**Run 1: cell sizes after repair**

(4 px per um)
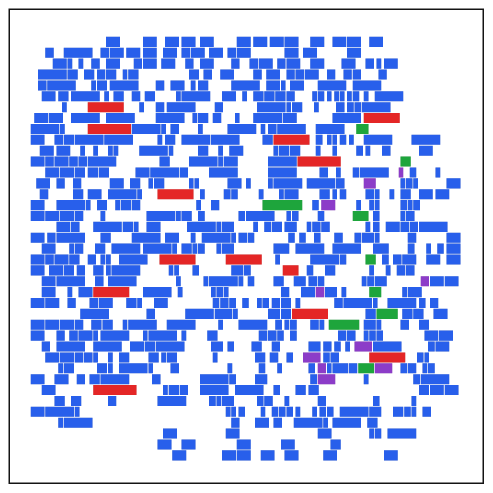
**Run 1: signal wires by layer**

(4 px per um) Two of the layers only.
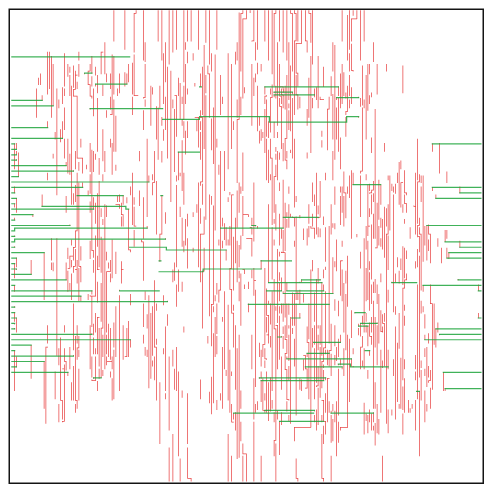
**Run 1: ports around the boundary**

(4 px per um) Pins as bars across the die edge, other pins in gray.
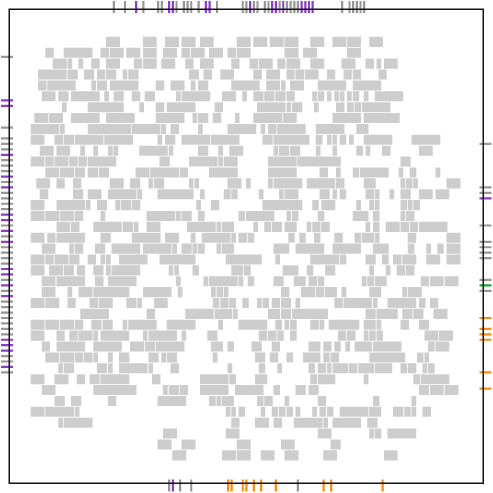
--- src/rtl/ascon_msg_loader.sv ---
// Upstream data stage for the ASCON core: collects 32-bit message words into
// 64-bit big-endian rate blocks, applies 0x80/zero padding and emits them over valid/ready.
module ascon_msg_loader #(
  parameter int unsigned LEN_W = 16
) (
  input  logic             clk,
  input  logic             rstn,
  input  logic             load_length,
  input  logic [LEN_W-1:0] length_in,
  input  logic             load_data_in,
  input  logic [31:0]      data_in,
  output logic             data_ready,
  output logic             blk_valid,
  output logic [63:0]      blk_data,
  output logic             blk_last,
  input  logic             blk_ready,
  output logic             busy,
  output logic             overrun
);

  typedef enum logic [1:0] {IDLE, FILL, EMIT, PAD} state_t;

  state_t           state_q, state_d;
  logic [LEN_W-1:0] rem_q, rem_d;
  logic             widx_q, widx_d;
  logic [63:0]      buf_q, buf_d;
  logic             last_q, last_d;
  logic             padp_q, padp_d;
  logic             ovr_q, ovr_d;

  logic [2:0]       n;
  logic [31:0]      word;
  logic [LEN_W-1:0] rem_after;

  // Keep the first n bytes of the incoming word, put the pad byte right after them.
  always_comb begin
    n    = (rem_q >= LEN_W'(4)) ? 3'd4 : 3'(rem_q);
    word = '0;
    for (int unsigned i = 0; i < 4; i++) begin
      if (i < 32'(n))       word[31-8*i -: 8] = data_in[31-8*i -: 8];
      else if (i == 32'(n)) word[31-8*i -: 8] = 8'h80;
    end
    rem_after = rem_q - LEN_W'(n);
  end

  always_comb begin
    state_d = state_q;
    rem_d   = rem_q;
    widx_d  = widx_q;
    buf_d   = buf_q;
    last_d  = last_q;
    padp_d  = padp_q;
    ovr_d   = ovr_q;
    case (state_q)
      IDLE: begin
        if (load_length) begin
          rem_d   = length_in;
          widx_d  = 1'b0;
          buf_d   = '0;
          last_d  = 1'b0;
          padp_d  = 1'b0;
          ovr_d   = 1'b0;
          state_d = (length_in != '0) ? FILL : PAD;
        end
      end
      FILL: begin
        if (load_data_in) begin
          widx_d = ~widx_q;
          rem_d  = rem_after;
          if (!widx_q) begin
            buf_d[63:32] = word;
            if (rem_after == '0) begin
              last_d  = 1'b1;
              state_d = EMIT;
              if (n == 3'd4) buf_d[31:24] = 8'h80;
            end
          end else begin
            buf_d[31:0] = word;
            state_d     = EMIT;
            // A block filled by exactly the last 8 bytes needs a separate pad block.
            padp_d      = (rem_after == '0) && (n == 3'd4);
            last_d      = (rem_after == '0) && (n != 3'd4);
          end
        end
      end
      EMIT: begin
        if (blk_ready) begin
          if (last_q)      state_d = IDLE;
          else if (padp_q) state_d = PAD;
          else begin
            buf_d   = '0;
            widx_d  = 1'b0;
            state_d = FILL;
          end
        end
      end
      PAD: begin
        if (blk_ready) begin
          state_d = IDLE;
          padp_d  = 1'b0;
        end
      end
      default: state_d = IDLE;
    endcase
    // Set after the IDLE clear so a word arriving with load_length still flags overrun.
    if (load_data_in && state_q != FILL) ovr_d = 1'b1;
  end

  always_ff @(posedge clk) begin
    if (!rstn) begin
      state_q <= IDLE;
      rem_q   <= '0;
      widx_q  <= 1'b0;
      buf_q   <= '0;
      last_q  <= 1'b0;
      padp_q  <= 1'b0;
      ovr_q   <= 1'b0;
    end else begin
      state_q <= state_d;
      rem_q   <= rem_d;
      widx_q  <= widx_d;
      buf_q   <= buf_d;
      last_q  <= last_d;
      padp_q  <= padp_d;
      ovr_q   <= ovr_d;
    end
  end

  assign data_ready = (state_q == FILL);
  assign blk_valid  = (state_q == EMIT) || (state_q == PAD);
  assign blk_data   = (state_q == PAD)  ? 64'h8000_0000_0000_0000 :
                      (state_q == EMIT) ? buf_q : '0;
  assign blk_last   = (state_q == PAD) || ((state_q == EMIT) && last_q);
  assign busy       = (state_q != IDLE);
  assign overrun    = ovr_q;

endmodule

--- config.mk ---
export PLATFORM = sky130hd
export DESIGN_NAME = ascon_msg_loader
export DESIGN_NICKNAME = d
export VERILOG_FILES = /design/src/rtl/ascon_msg_loader.sv
export SDC_FILE = /design/constraint.sdc
export NUM_CORES = 1
export LEC_CHECK = 0
export CELL_PAD_IN_SITES_DETAIL_PLACEMENT = 0
export CELL_PAD_IN_SITES_GLOBAL_PLACEMENT = 1
export CORE_MARGIN = 5
export CORE_UTILIZATION = 37
export DETAILED_ROUTE_END_ITERATION = 10
export PLACE_DENSITY = 0.83
export RECOVER_POWER = 100
export SLEW_MARGIN = 15
export SYNTH_ARGS = -nofsm -noshare
export SYNTH_HDL_FRONTEND = slang
export SYNTH_SLANG_ARGS = --single-unit
--- constraint.sdc ---
create_clock -name clk -period 6.75 [get_ports clk]
set_clock_uncertainty 0.15 [all_clocks]
set_input_delay 1.0125 -clock clk [delete_from_list [all_inputs] [get_ports clk]]
set_output_delay 1.0125 -clock clk [all_outputs]
set_load 0.02 [all_outputs]
==> metrics.yaml, run 1 <==
clk-insertion-delay-late_ns: 0.34
avgSynthCellArea_sq_um: 7.87
p_per_area_nw_per_um2: 363
fp_util: 0.379
dpl.hpwl_um: 9810
die_area_sq_um: 14000
hold_depth: 2
drtPass1Iterations: 7
ys.flop_type: "dfxtp_1"
mostFrequentLayoutCells: "nor2_1 (94), dfxtp_1 (86), dlygate4sd3_1 (66)"
tightest_slew_ns: 1.41
max_freq_ghz: 0.201
setup_tns_ns: 0
yosysTopAreaCellShare: 0.398
core_area_sq_um: 11400
reg2reg_depth: 8
synth_chip_area_sq_um: 4330
warnings: 26
top_area_cell: "dfxtp_1"
hold_class: "flip-flop to flip-flop"
yosys-top-cells-area: "dfxtp_1 (40%), and2_1 (9.1%), a22oi_1 (8.8%)"
n_antenna_cell: 0
antenna_found_initial: 0
period_used_share: 0.738
ys_seq_share: 0.398
netlist_area_sq_um: 4330
end_kind: "primary output"
cp.arrival_ns: 3.82
cts_max_path_buffers: 2
grt_max_degree: 71
rows: 39
drive_gt1_frac: 0.0492
cts_tree: "yes"
yosysWarnings: 0
critPathMaxFanout: 31
fin_nets: 700
root_buffer: "clkbuf_16"
ys_cells: 550
synthDistinctLibCells: 55
relSlewSlack: 0.0606
finalWorstPathRequiredPeriod_ns: 4.98
hold_slack_ns: 0.316
clock-sinks: 86
grt_pass1_wl_um: 23200
cts_max_level: 3
drt.antenna.violating_nets: 0
dpl_cell_area_sq_um: 5610
fp_nets: 604
cp-start-kind: "flip-flop"
io_pins: 122
drv_slew: 0
rsz0062_at_grt: "false"
grt_overflow: 0
final-hold-violation-count: 0
worstSetupPathType: "flip-flop to primary output"
via_per_inst: 5.51
first_iter_violations: 298
status: "complete, no violations"
edf_count: 0
async_reset_ff_frac: 0
crit_required_ns: 5.59
vias: 4371
holdBufCountCts: 0
p_leak_uw: 0.00236
final_common_cell: "nor2_1"
grt_pass1_vias: 4409
maxCapViolations: 0
finalWeightedCongestion: 0.928
p_total_uw: 2160
About 'cell sizes after repair':
[x6 and larger] red | cells: 13 | share: 2.0%
[x2] purple | cells: 10 | share: 1.5%
[x1 and smaller] blue | cells: 619 | share: 95%
[x3 and x4] green | cells: 9 | share: 1.4%
Non-clock buffers: 125
final worst slack: 1.77 ns
area grow syn2layout: 37.4%
Final Instance Area: 5940 sq um

About 'signal wires by layer':
[M2] red | wire length: 6600 um
[M3] green | wire length: 1120 um
wire per inst: 17.8 um
WL final: 14200 um
GRT Util Overall: 0.200

About 'ports around the boundary':
[data_in] purple | pins: 32 | direction: input | edge: 17 left, 13 top, 1 bottom, 1 right
[rstn] green | pins: 1 | direction: input | edge: right
[length_in] orange | pins: 16 | direction: input | edge: 10 bottom, 6 right
all pins by edge: 48 left, 41 top, 18 right, 15 bottom
number of I/O port buffers: 121
chip height: 118 um
die span in x: 118 um

==> run 1: layout make-up <==
cell class | count | area (sq um)
sequential | 86 | 1720
inverter | 8 | 30.0
clock buffer | 10 | 229
multi-input combinational | 416 | 2430
fill | 1132 | 5470
clock inverter | 6 | 119
tap | 143 | 179
timing repair buffer | 125 | 1230
==> run 1: kinds of logic after synthesis <==
logic type	Yosys count	share of synthesized area
buffers and inverters	48	0.0416
AOI/OAI and AO/OA	148	0.237
DFF	86	0.398
and+or+nand+nor	259	0.303
xor gates and xnor gates	1	0.00202
muxes	6	0.0150
adders and majority gates	1	0.00289
other	1	0.000867
==> run 1: power by group <==
group	total (uW)	switching, uW	internal (uW)
logic	853	546	307
clock network	586	220	366
registers	719	112	607
==> run 1: metrics by stage <==
stage	instances	setup WS (ns)
floorplan	550	3.88
global placement	778	3.03
detailed placement	778	2.97
CTS	794	2.69
global route	794	1.50
finish	794	1.77
==> run 1: layer usage <==
layer / GRT usage / vias up / wire, um
met3: 0.0745 / 18 / 1120
met4: 0.0509 / 0 / 161
met2: 0.321 / 151 / 6600
met1: 0.255 / 2065 / 6280
li1: - / 2137 / -
met5: 0 / - / 0
==> run 1: worst max-delay path, stage by stage (launching register included) <==
cell and delay (ns):
dfxtp_1 0.31, clkbuf_1 1.02, nand2b_1 0.73, inv_1 0.66, dlygate4sd3_1 0.76
==> run 1: Yosys cell counts, drive strengths merged, types with 5 or more instances <==
library cell,number
o21ai,27
a21oi,29
dfxtp,86
or3,6
nor3,12
o211ai,5
and2,64
nand2b,7
nand2,36
clkbuf,40
nand3,8
nor4,13
a22oi,51
nor2,95
a211oi,5
mux2i,5
inv,7
==> run 1: state kept, by name, indices dropped and copies added, names as in the netlist <==
register / flops
buf_q: 64
rem_q: 16
state_q: 2
last_q: 1
overrun: 1
padp_q: 1
widx_q: 1
==> run 1: worst paths after layout <==
path	startpoint	endpoint	slack (ns)
setup / recovery	state_q[0]	data_ready	1.77
hold / removal	buf_q[29]	buf_q[29]	0.32
setup reg to reg	state_q[0]	buf_q[23]	2.12
hold reg to reg	buf_q[29]	buf_q[29]	0.32
**Run 1: placement view**

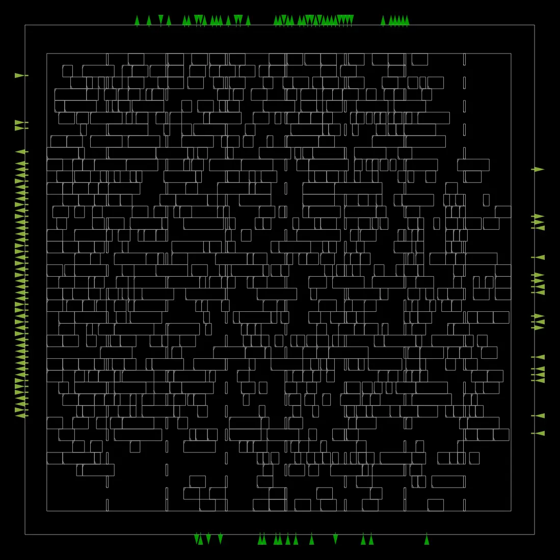

--- run 2 (diff from run 1) ---
- CORE_UTILIZATION: 37 -> 35
- PLACE_DENSITY: 0.83 -> 0.79
- clock period: 6.75 -> 4.63 ns (I/O delays scaled with it)
**Run 2: placement view**

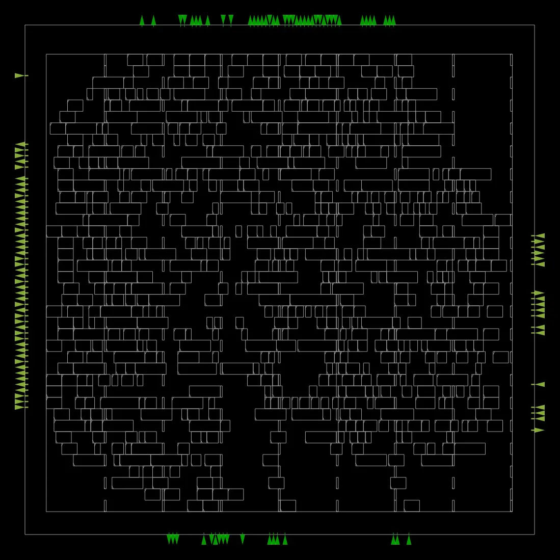
# rows: 40
Seq Cell Count: 86
core box area: 12100 sq um
non-filler cells in the finished layout: 821

**Run 2: port wiring**

(2 px per um)
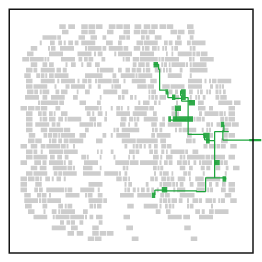
[rstn] green | direction: input | edge: right | end cells: 16 | buffers: 1 | wire: 191 um
I/O pin total: 122

==> run 2 against run 1 <==
Net effect:
- design area barely moved
- area after synthesis did not move
- clock-buffer cell count rose by 2
- critical path depth rose by 1
- total power rose by 41%
- first-iteration DRC count fell by 6.7%
- flip-flop count did not move
- worst setup slack got worse by 1.2 ns
==> metrics.yaml, run 2 <==
top_cell: "nor2_1"  # unchanged
hold_class: "flip-flop to flip-flop"  # unchanged
async_reset_ff_frac: 0  # unchanged
dpl.hpwl_um: 9730  # was 9810 um
mostFrequentLayoutCells: "nor2_1 (94), dfxtp_1 (86), dlygate4sd3_1 (67)"  # was nor2_1 (94), dfxtp_1 (86), dlygate4sd3_1 (66)
cp-start-kind: "flip-flop"  # unchanged
final-seq-area_sq_um: 1720  # unchanged
rr_startpoint: "state_q[0]"  # unchanged
status: "complete, no violations"  # unchanged
synthTopCellsByCount: "nor2_1 (95), dfxtp_1 (86), and2_1 (63)"  # unchanged
cpPeakStageDelay_ns: 0.79  # was 1.02 ns
dieHeight_um: 121  # was 118 um
finalWorstPathRequiredPeriod_ns: 4.08
rsz0062_at_grt: "false"  # unchanged
crit_path_cell_trace: "clkbuf_1, nand2b_1, buf_4, inv_1, clkdlybuf4s50_1"  # was clkbuf_1, nand2b_1, inv_1, dlygate4sd3_1
cts_max_level: 3  # unchanged
fp_nets: 604  # unchanged
crit_path_start: "state_q[0]"  # unchanged
relSlewSlack: 0.0287  # was 0.0606
crit_required_ns: 3.79  # was 5.59 ns
n_antenna_cell: 0  # unchanged
path_depth: 5  # was 4
ys_cells: 550  # unchanged
die_area_sq_um: 14700  # was 14000 sq um
drt.antenna.violating_nets: 0  # unchanged
synth_chip_area_sq_um: 4330  # unchanged
antenna_found_initial: 0  # unchanged
final_common_cell: "nor2_1"  # unchanged
ys_seq_share: 0.398  # unchanged
comb_area_sq_um: 2440  # was 2430 sq um
reg2reg_depth: 9  # was 8
finalWeightedCongestion: 0.868  # was 0.928
area_delta_synth_final_pct: 37.5  # was 37.4%
critPathMaxFanout: 17  # was 31
drt-total-wl_um: 13900  # was 14200 um
clk-insertion-delay-late_ns: 0.34  # about the same
wl_per_cell_um: 16.9  # was 17.8 um
cpLargestDelayFamily: "buffers and inverters"  # unchanged
r2r_setup_slack_ns: 0.89  # was 2.12 ns
fin_nets: 703  # was 700
via_per_inst: 5.34  # was 5.51
cp.arrival_ns: 3.23  # was 3.82 ns
dieWidth_um: 121  # was 118 um
dpl_cell_area_sq_um: 5660  # was 5610 sq um
drtPass1Iterations: 5  # was 7
cts_max_path_buffers: 2  # unchanged
p_leak_uw: 0.00236  # about the same
rr_endpoint: "buf_q[29]"  # was buf_q[23]
drv_slew: 0  # unchanged
avgSynthCellArea_sq_um: 7.87  # unchanged
netlist_area_sq_um: 4330  # unchanged
maxCapViolations: 0  # unchanged
grt_pass1_vias: 4334  # was 4409
period_used_share: 0.880
port_buffers: 121  # unchanged
dp_worst_setup_slack_ns: 1.11  # was 2.97 ns
==> run 2: cell types whose count changed in the layout (fill, tap and decap cells not counted), sizes merged <==
cell | previous run | this run
bufinv | 3 | 1
clkinv | 2 | 3
inv | 9 | 7
buf | 2 | 3
dlygate4sd3 | 66 | 67
clkdlybuf4s50 | 55 | 54
clkbuf | 12 | 16
==> run 2: cell type report <==
cell class / instances / share of cell area
multi-input combinational: 416 / 0.409
sequential: 86 / 0.289
timing repair buffer: 128 / 0.210
clock buffer: 12 / 0.0431
tap: 168 / 0.0353
clock inverter: 3 / 0.00736
inverter: 8 / 0.00505
==> run 2: worst min path at each step <==
stage	from	endpoint	slack, ns
2_1_floorplan	buf_q[24]	buf_q[24]	0.27
5_1_grt	buf_q[25]	buf_q[25]	0.34
3_3_place_gp	buf_q[24]	buf_q[24]	0.29
3_5_place_dp	buf_q[28]	buf_q[28]	0.29
6_report	buf_q[28]	buf_q[28]	0.31
4_1_cts	buf_q[28]	buf_q[28]	0.30
==> run 2: logic make-up after synthesis <==
kind of cell    Yosys count  share of synthesized area
compound gates          148                      0.237
buf+inv                  48                     0.0416
fa+ha+maj                 1                    0.00289
mux                       6                     0.0150
flops                    86                      0.398
other cells               1                   0.000867
simple gates            259                      0.303
xor+xnor                  1                    0.00202
==> run 2: power breakdown <==
group          leakage [uW]  switching, uW  internal [uW]  total [uW]
clock              0.000149            292            445         737
combinational       0.00151            776            460        1240
sequential         0.000701            178            885        1060
total               0.00236           1250           1790        3040
==> run 2: layer usage <==
layer / vias up / track usage / wire length [um]
met4: 0 / 0.0574 / 243
met3: 21 / 0.0699 / 1130
met5: - / 0 / 0
li1: 2154 / - / -
met1: 2062 / 0.244 / 6290
met2: 149 / 0.293 / 6210
==> run 2: worst min-delay path, delay by kind of cell (launching register included) <==
| kind | cells | cell delay (ns) |
|---|---|---|
| flops | 1 | 0.31 |
| compound gates | 1 | 0.06 |
| simple gates | 1 | 0.05 |
==> run 2: through the flow <==
step	hold WS, ns	utilization
finish	0.311	0.493
global placement	0.294	0.469
global route	0.342	0.493
CTS	0.301	0.494
detailed placement	0.290	0.469
floorplan	0.274	-
Power figures rest on the tool's default switching activity, not on a simulated workload.
